## config.mk

```make
export PLATFORM = sky130hd
export DESIGN_NAME = spi_initiator_ctrl
export DESIGN_NICKNAME = d
export VERILOG_FILES = /design/src/rtl/spi_initiator_ctrl.sv
export SDC_FILE = /design/constraint.sdc
export NUM_CORES = 1
export LEC_CHECK = 0
export CAP_MARGIN = 20
export CORE_MARGIN = 5
export CORE_UTILIZATION = 35
export DETAILED_ROUTE_END_ITERATION = 6
export PLACE_DENSITY_LB_ADDON = 0.12
export SKIP_CTS_REPAIR_TIMING = 1
export SLEW_MARGIN = 15
export SYNTH_ARGS = -nofsm -noshare
export SYNTH_HDL_FRONTEND = slang
export SYNTH_SLANG_ARGS = --single-unit
```

## constraint.sdc

```tcl
create_clock -name clk -period 2.4 [get_ports clk]
set_clock_uncertainty 0.05 [all_clocks]
set_input_delay 0.48 -clock clk [delete_from_list [all_inputs] [get_ports clk]]
set_output_delay 0.48 -clock clk [all_outputs]
set_load 0.005 [all_outputs]
```

## src/rtl/spi_initiator_ctrl.sv

```systemverilog
// SPI initiator: valid/ready words shifted out on mosi while miso is captured; received word strobed on rx_valid.
// Latency accept->rx_valid = (2*DAT_WIDTH+1)*(cfg_div+1)+1 clk; tx_ready only in IDLE, rx_valid has no backpressure.
module spi_initiator_ctrl #(
   parameter int DAT_WIDTH = 8,
   parameter int NUM_CS    = 4,
   parameter int DIV_WIDTH = 8
) (
   input  logic                                       clk,
   input  logic                                       rst_n,
   input  logic                                       cfg_cpol,
   input  logic                                       cfg_cpha,
   input  logic                                       cfg_lsb,
   input  logic [DIV_WIDTH-1:0]                       cfg_div,
   input  logic                                       tx_valid,
   output logic                                       tx_ready,
   input  logic [DAT_WIDTH-1:0]                       tx_data,
   input  logic [((NUM_CS > 1) ? $clog2(NUM_CS) : 1)-1:0] tx_cs,
   output logic                                       rx_valid,
   output logic [DAT_WIDTH-1:0]                       rx_data,
   output logic                                       busy,
   output logic                                       cs_err,
   output logic                                       sck,
   output logic [NUM_CS-1:0]                          csn,
   output logic                                       mosi,
   input  logic                                       miso
);
   localparam int            EW        = $clog2(2 * DAT_WIDTH);
   localparam logic [EW-1:0] LAST_EDGE = EW'(2 * DAT_WIDTH - 1);
   localparam logic [31:0]   NCS       = NUM_CS;

   typedef enum logic [1:0] {IDLE, SETUP, XFER, HOLD} state_t;

   state_t                 r_state;
   logic                   r_cpol, r_cpha, r_lsb;
   logic [DIV_WIDTH-1:0]   r_div, r_cnt;
   logic [EW-1:0]          r_edge;
   logic [DAT_WIDTH-1:0]   r_tx, r_rx;
   logic                   r_hold_ph, r_hold_first;
   logic                   r_tx_ready, r_rx_valid, r_busy, r_cs_err, r_sck, r_mosi;
   logic [DAT_WIDTH-1:0]   r_rx_data;
   logic [NUM_CS-1:0]      r_csn;

   logic                   w_accept, w_cs_bad, w_tick, w_sample, w_tx_bit, w_in_bit;
   logic [DAT_WIDTH-1:0]   w_tx_nxt, w_rx_nxt, w_in_nxt;
   logic [NUM_CS-1:0]      w_csn_sel;

   assign w_accept = tx_valid && r_tx_ready;
   assign w_cs_bad = (32'(tx_cs) >= NCS);
   assign w_tick   = (r_cnt == '0);
   // Even edge indices are leading edges; CPHA selects which of the pair samples.
   assign w_sample = ~r_edge[0] ^ r_cpha;
   assign w_tx_bit = r_lsb ? r_tx[0] : r_tx[DAT_WIDTH-1];
   assign w_tx_nxt = r_lsb ? {1'b0, r_tx[DAT_WIDTH-1:1]} : {r_tx[DAT_WIDTH-2:0], 1'b0};
   assign w_rx_nxt = r_lsb ? {miso, r_rx[DAT_WIDTH-1:1]} : {r_rx[DAT_WIDTH-2:0], miso};
   assign w_in_bit = cfg_lsb ? tx_data[0] : tx_data[DAT_WIDTH-1];
   assign w_in_nxt = cfg_lsb ? {1'b0, tx_data[DAT_WIDTH-1:1]} : {tx_data[DAT_WIDTH-2:0], 1'b0};

   always_comb begin
      w_csn_sel = '1;
      for (int i = 0; i < NUM_CS; i++)
         if (32'(tx_cs) == 32'(i)) w_csn_sel[i] = 1'b0;
   end

   always_ff @(posedge clk or negedge rst_n) begin
      if (!rst_n) begin
         r_state      <= IDLE;
         r_cpol       <= 1'b1;
         r_cpha       <= 1'b0;
         r_lsb        <= 1'b0;
         r_div        <= '0;
         r_cnt        <= '0;
         r_edge       <= '0;
         r_tx         <= '0;
         r_rx         <= '0;
         r_hold_ph    <= 1'b0;
         r_hold_first <= 1'b0;
         r_tx_ready   <= 1'b0;
         r_rx_valid   <= 1'b0;
         r_rx_data    <= '0;
         r_busy       <= 1'b0;
         r_cs_err     <= 1'b0;
         r_sck        <= 1'b1;
         r_csn        <= '1;
         r_mosi       <= 1'b0;
      end else begin
         r_rx_valid <= 1'b0;
         r_cs_err   <= 1'b0;
         case (r_state)
            IDLE: begin
               r_sck <= cfg_cpol;
               if (w_accept) begin
                  r_cpol     <= cfg_cpol;
                  r_cpha     <= cfg_cpha;
                  r_lsb      <= cfg_lsb;
                  r_div      <= cfg_div;
                  r_cnt      <= cfg_div;
                  r_edge     <= '0;
                  r_rx       <= '0;
                  r_tx_ready <= 1'b0;
                  r_busy     <= 1'b1;
                  r_cs_err   <= w_cs_bad;
                  r_csn      <= w_cs_bad ? '1 : w_csn_sel;
                  r_state    <= SETUP;
                  // CPHA=0 presents the first bit before the first SCK edge.
                  if (!cfg_cpha) begin
                     r_mosi <= w_in_bit;
                     r_tx   <= w_in_nxt;
                  end else begin
                     r_tx   <= tx_data;
                  end
               end else begin
                  r_tx_ready <= 1'b1;
               end
            end
            SETUP: begin
               if (w_tick) begin
                  r_cnt   <= r_div;
                  r_state <= XFER;
               end else begin
                  r_cnt <= r_cnt - 1'b1;
               end
            end
            XFER: begin
               if (w_tick) begin
                  r_cnt <= r_div;
                  r_sck <= ~r_sck;
                  if (w_sample) begin
                     r_rx <= w_rx_nxt;
                  end else begin
                     r_mosi <= w_tx_bit;
                     r_tx   <= w_tx_nxt;
                  end
                  if (r_edge == LAST_EDGE) begin
                     r_state      <= HOLD;
                     r_hold_first <= 1'b1;
                     r_hold_ph    <= 1'b0;
                  end else begin
                     r_edge <= r_edge + 1'b1;
                  end
               end else begin
                  r_cnt <= r_cnt - 1'b1;
               end
            end
            HOLD: begin
               r_sck <= r_cpol;
               if (r_hold_first) begin
                  r_hold_first <= 1'b0;
                  r_rx_valid   <= 1'b1;
                  r_rx_data    <= r_rx;
               end
               // First half-period keeps csn asserted, second runs with csn released.
               if (w_tick) begin
                  r_cnt <= r_div;
                  if (!r_hold_ph) begin
                     r_hold_ph <= 1'b1;
                     r_csn     <= '1;
                  end else begin
                     r_state <= IDLE;
                     r_busy  <= 1'b0;
                  end
               end else begin
                  r_cnt <= r_cnt - 1'b1;
               end
            end
            default: r_state <= IDLE;
         endcase
      end
   end

   assign tx_ready = r_tx_ready;
   assign rx_valid = r_rx_valid;
   assign rx_data  = r_rx_data;
   assign busy     = r_busy;
   assign cs_err   = r_cs_err;
   assign sck      = r_sck;
   assign csn      = r_csn;
   assign mosi     = r_mosi;

endmodule

```

==> results.toml <==
# yosys + openroad results
[synth]
area_leaders = "dfrtp_1 (38%), mux2_2 (7.9%), mux2i_1 (6.5%)"
ys_seq_share_pct = 42.5
top_area_cell = "dfrtp_1"
avgSynthCellArea_um2 = 10.3
top_cell_area_share_pct = 38.1
synth_area_mm2 = 0.00355
ff_type = "dfrtp_1"
ys_types = 60
yosysCellCount = 346

[cells_and_area]
comb_area_mm2 = 0.00186
area_growth_pct = 23.6
nFillCells = 989

[global_routing]
track_usage_pct = 14.1
grt_pass1_vias = 2895
grt_overflow = 0

[critical_path]
cp_top_family = "simple AND/OR/NAND/NOR gates"
crit_fanout = 9
path_class = "reg2reg"
critPathArrivalTime_ns = 2.42
worstSetupStartpoint = "r_cnt[0]"
start_kind = "flip-flop"
crit_chain = "inv_1 > ha_1 > or3b_2 > nor2_2 > o2111a_1 > mux2_1"
reg2reg_to = "r_state[1]"
rr_worst_depth = 6
cp-end-kind = "flip-flop"

[drt]
drt-initial-drc-count = 166
antenna_left = 0
firstDrtPassIters = 4

[timing]
max_freq_mhz = 444
setup_viol = 0
finalCritPeriodShare_pct = 93.9

[floorplanning]
core_area_mm2 = 0.00982
ios = 43
die_h_um = 111

[clock_network]
cts_tree = "done"

[placed_design]
place_congestion = 0.786
io_buffers = 41
dpl_cell_area_mm2 = 0.00415

[run]
cap_violations = 0

[power_and_ir_drop]
powerDensity_mw_per_mm2 = 1140

[outcome]
status = "finished, final reports clean"
## worst min-delay path by stage
stage	from	to	slack [ns]	depth (start not counted)
finish	rst_n	r_tx[1]	0.1	2
global route	rst_n	r_div[4]	0.13	2
CTS	rst_n	r_edge[2]	0.12	2
detailed placement	r_div[7]	r_div[7]	0.44	1
global placement	rx_data[2]	rx_data[2]	0.44	1
floorplan	rst_n	busy	0.13	0
## state kept, by name, summed over array words and instances, names as in the netlist
register      cells
rx_data           8
r_state           2
mosi              1
busy              1
r_hold_ph         1
sck               1
csn               4
tx_ready          1
r_tx              8
r_rx              8
r_cnt             8
r_hold_first      1
rx_valid          1
r_cpha            1
r_lsb             1
r_edge            4
r_cpol            1
r_div             8
## cell type report
| cell class | count | area share (%) |
|---|---|---|
| clock buffers | 13 | 3.85 |
| clock inverters | 3 | 1.54 |
| inverters | 10 | 0.856 |
| multi-input cells | 249 | 42.4 |
| flip-flops and latches | 60 | 34.4 |
| well taps | 133 | 3.79 |
| repair buffers | 62 | 13.1 |
## routing by layer
layer	track usage (%)	wire length (µm)	vias up
li1	-	-	1374
met1	20.0	4300	1374
met2	21.6	3690	36
met3	3.49	229	4
met4	3.20	52	0
met5	0	0	-
## logic make-up (layout without fill, tap and decap cells)
logic type / after synthesis / after routing / share of synthesized area [%]
muxes: 49 / 49 / 14.7
AOI/OAI and AO/OA: 114 / 114 / 22.6
xor gates and xnor gates: 5 / 5 / 1.23
adders and majority gates: 8 / 8 / 2.82
buffers and inverters: 37 / 88 / 5.01
other: 1 / 1 / 0.106
DFF: 60 / 60 / 42.5
and+or+nand+nor: 72 / 72 / 10.9
## where the power goes
part / internal [mW] / switching, mW / leakage, nW
Clock: 0.671 / 0.408 / 0.116
Combinational: 1.08 / 1.15 / 1.05
Sequential: 1.39 / 0.302 / 0.751
Total: 3.15 / 1.86 / 1.91
## Yosys cell counts, drive strengths merged (3+ instances only)
cell and count:
nor2 17, nand2 19, nand3 7, mux2 26
ha 8, inv 9, nor2b 3, dfstp 6
or3 3, a21oi 36, o22a 3, nor3b 4
xnor2 3, nor3 5, a221oi 9, o211ai 5
a41oi 3, buf 9, o21ai 21, a21o 8
clkbuf 18, a22oi 3, mux2i 23, a31oi 3
o31ai 6, o21a 3, dfrtp 54
## per-stage QoR
stage / hold slack [ns] / setup slack (ns)
after floorplan: 0.134 / 0.149
after global placement: 0.436 / 0.194
after detailed placement: 0.444 / 0.147
after CTS: 0.116 / 0.124
after global routing: 0.134 / 0.00427
final: 0.0958 / 0.145
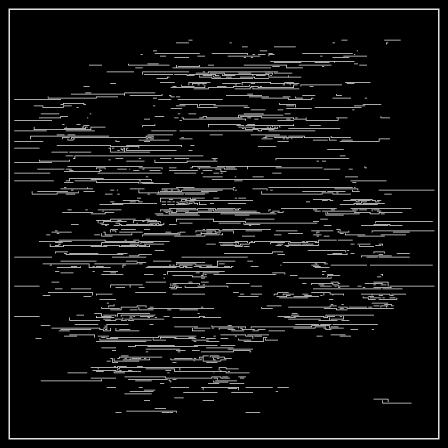
*The metal 1 layer*
longest straight run: 33.1 µm
wire length on this layer: 4,300 µm
share of all routed wire: 52%
nets with wire on the layer: 385
vias: 2,788
met1 Usage GRT: 20.0%
routed wire length: 8280 µm

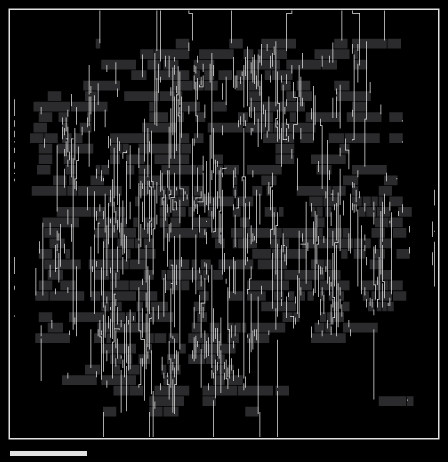
*Metal 2*
The bar under the picture is 20 µm long. Cells faint in the background.
nets with wire on the layer: 355
main direction: vertical
GR Layer Usage met2: 21.6%

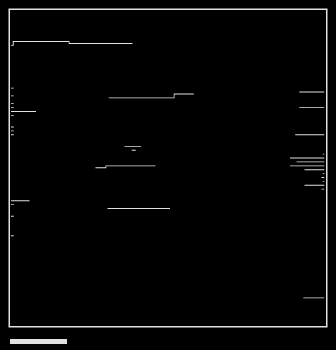
*Signal wires on met3*
The bar under the picture is 20 µm long.
main direction: horizontal
wire length on this layer: 230 µm
share of all routed wire: 2.8%
M3 GR Usage: 3.49%

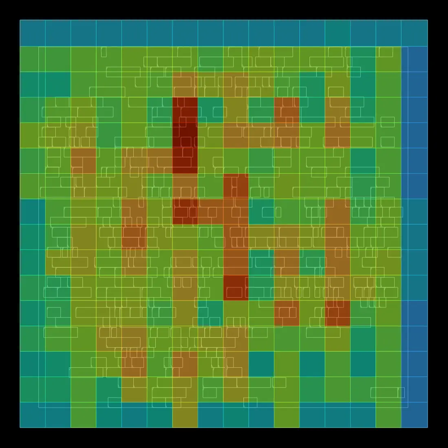
*Congestion heat map*
post-route core utilization: 44.7%
WL/cell: 15.6 µm

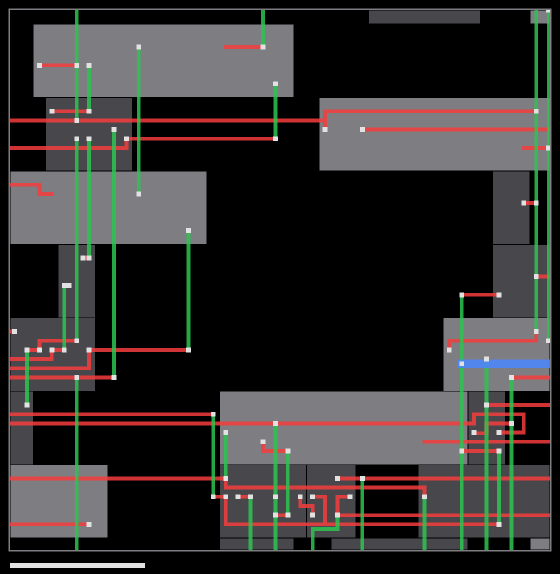
*Close-up of the layout*
The bar under the picture is 5 µm long. Region (18, 73) to (38, 93) µm. Cells in gray, sequential cells in the stronger gray; small squares are vias.
legend:
  metal 3:
    color: blue
  metal 1:
    color: red
  metal 2:
    color: green
cells with their middle in the window: 11
sequential cells in the window: 4
most frequent: o22a_1 (2), dfrtp_1 (2), dfstp_2 (2)
netlist names of flops here include: csn (2)

Power and IR drop assume default switching activity.
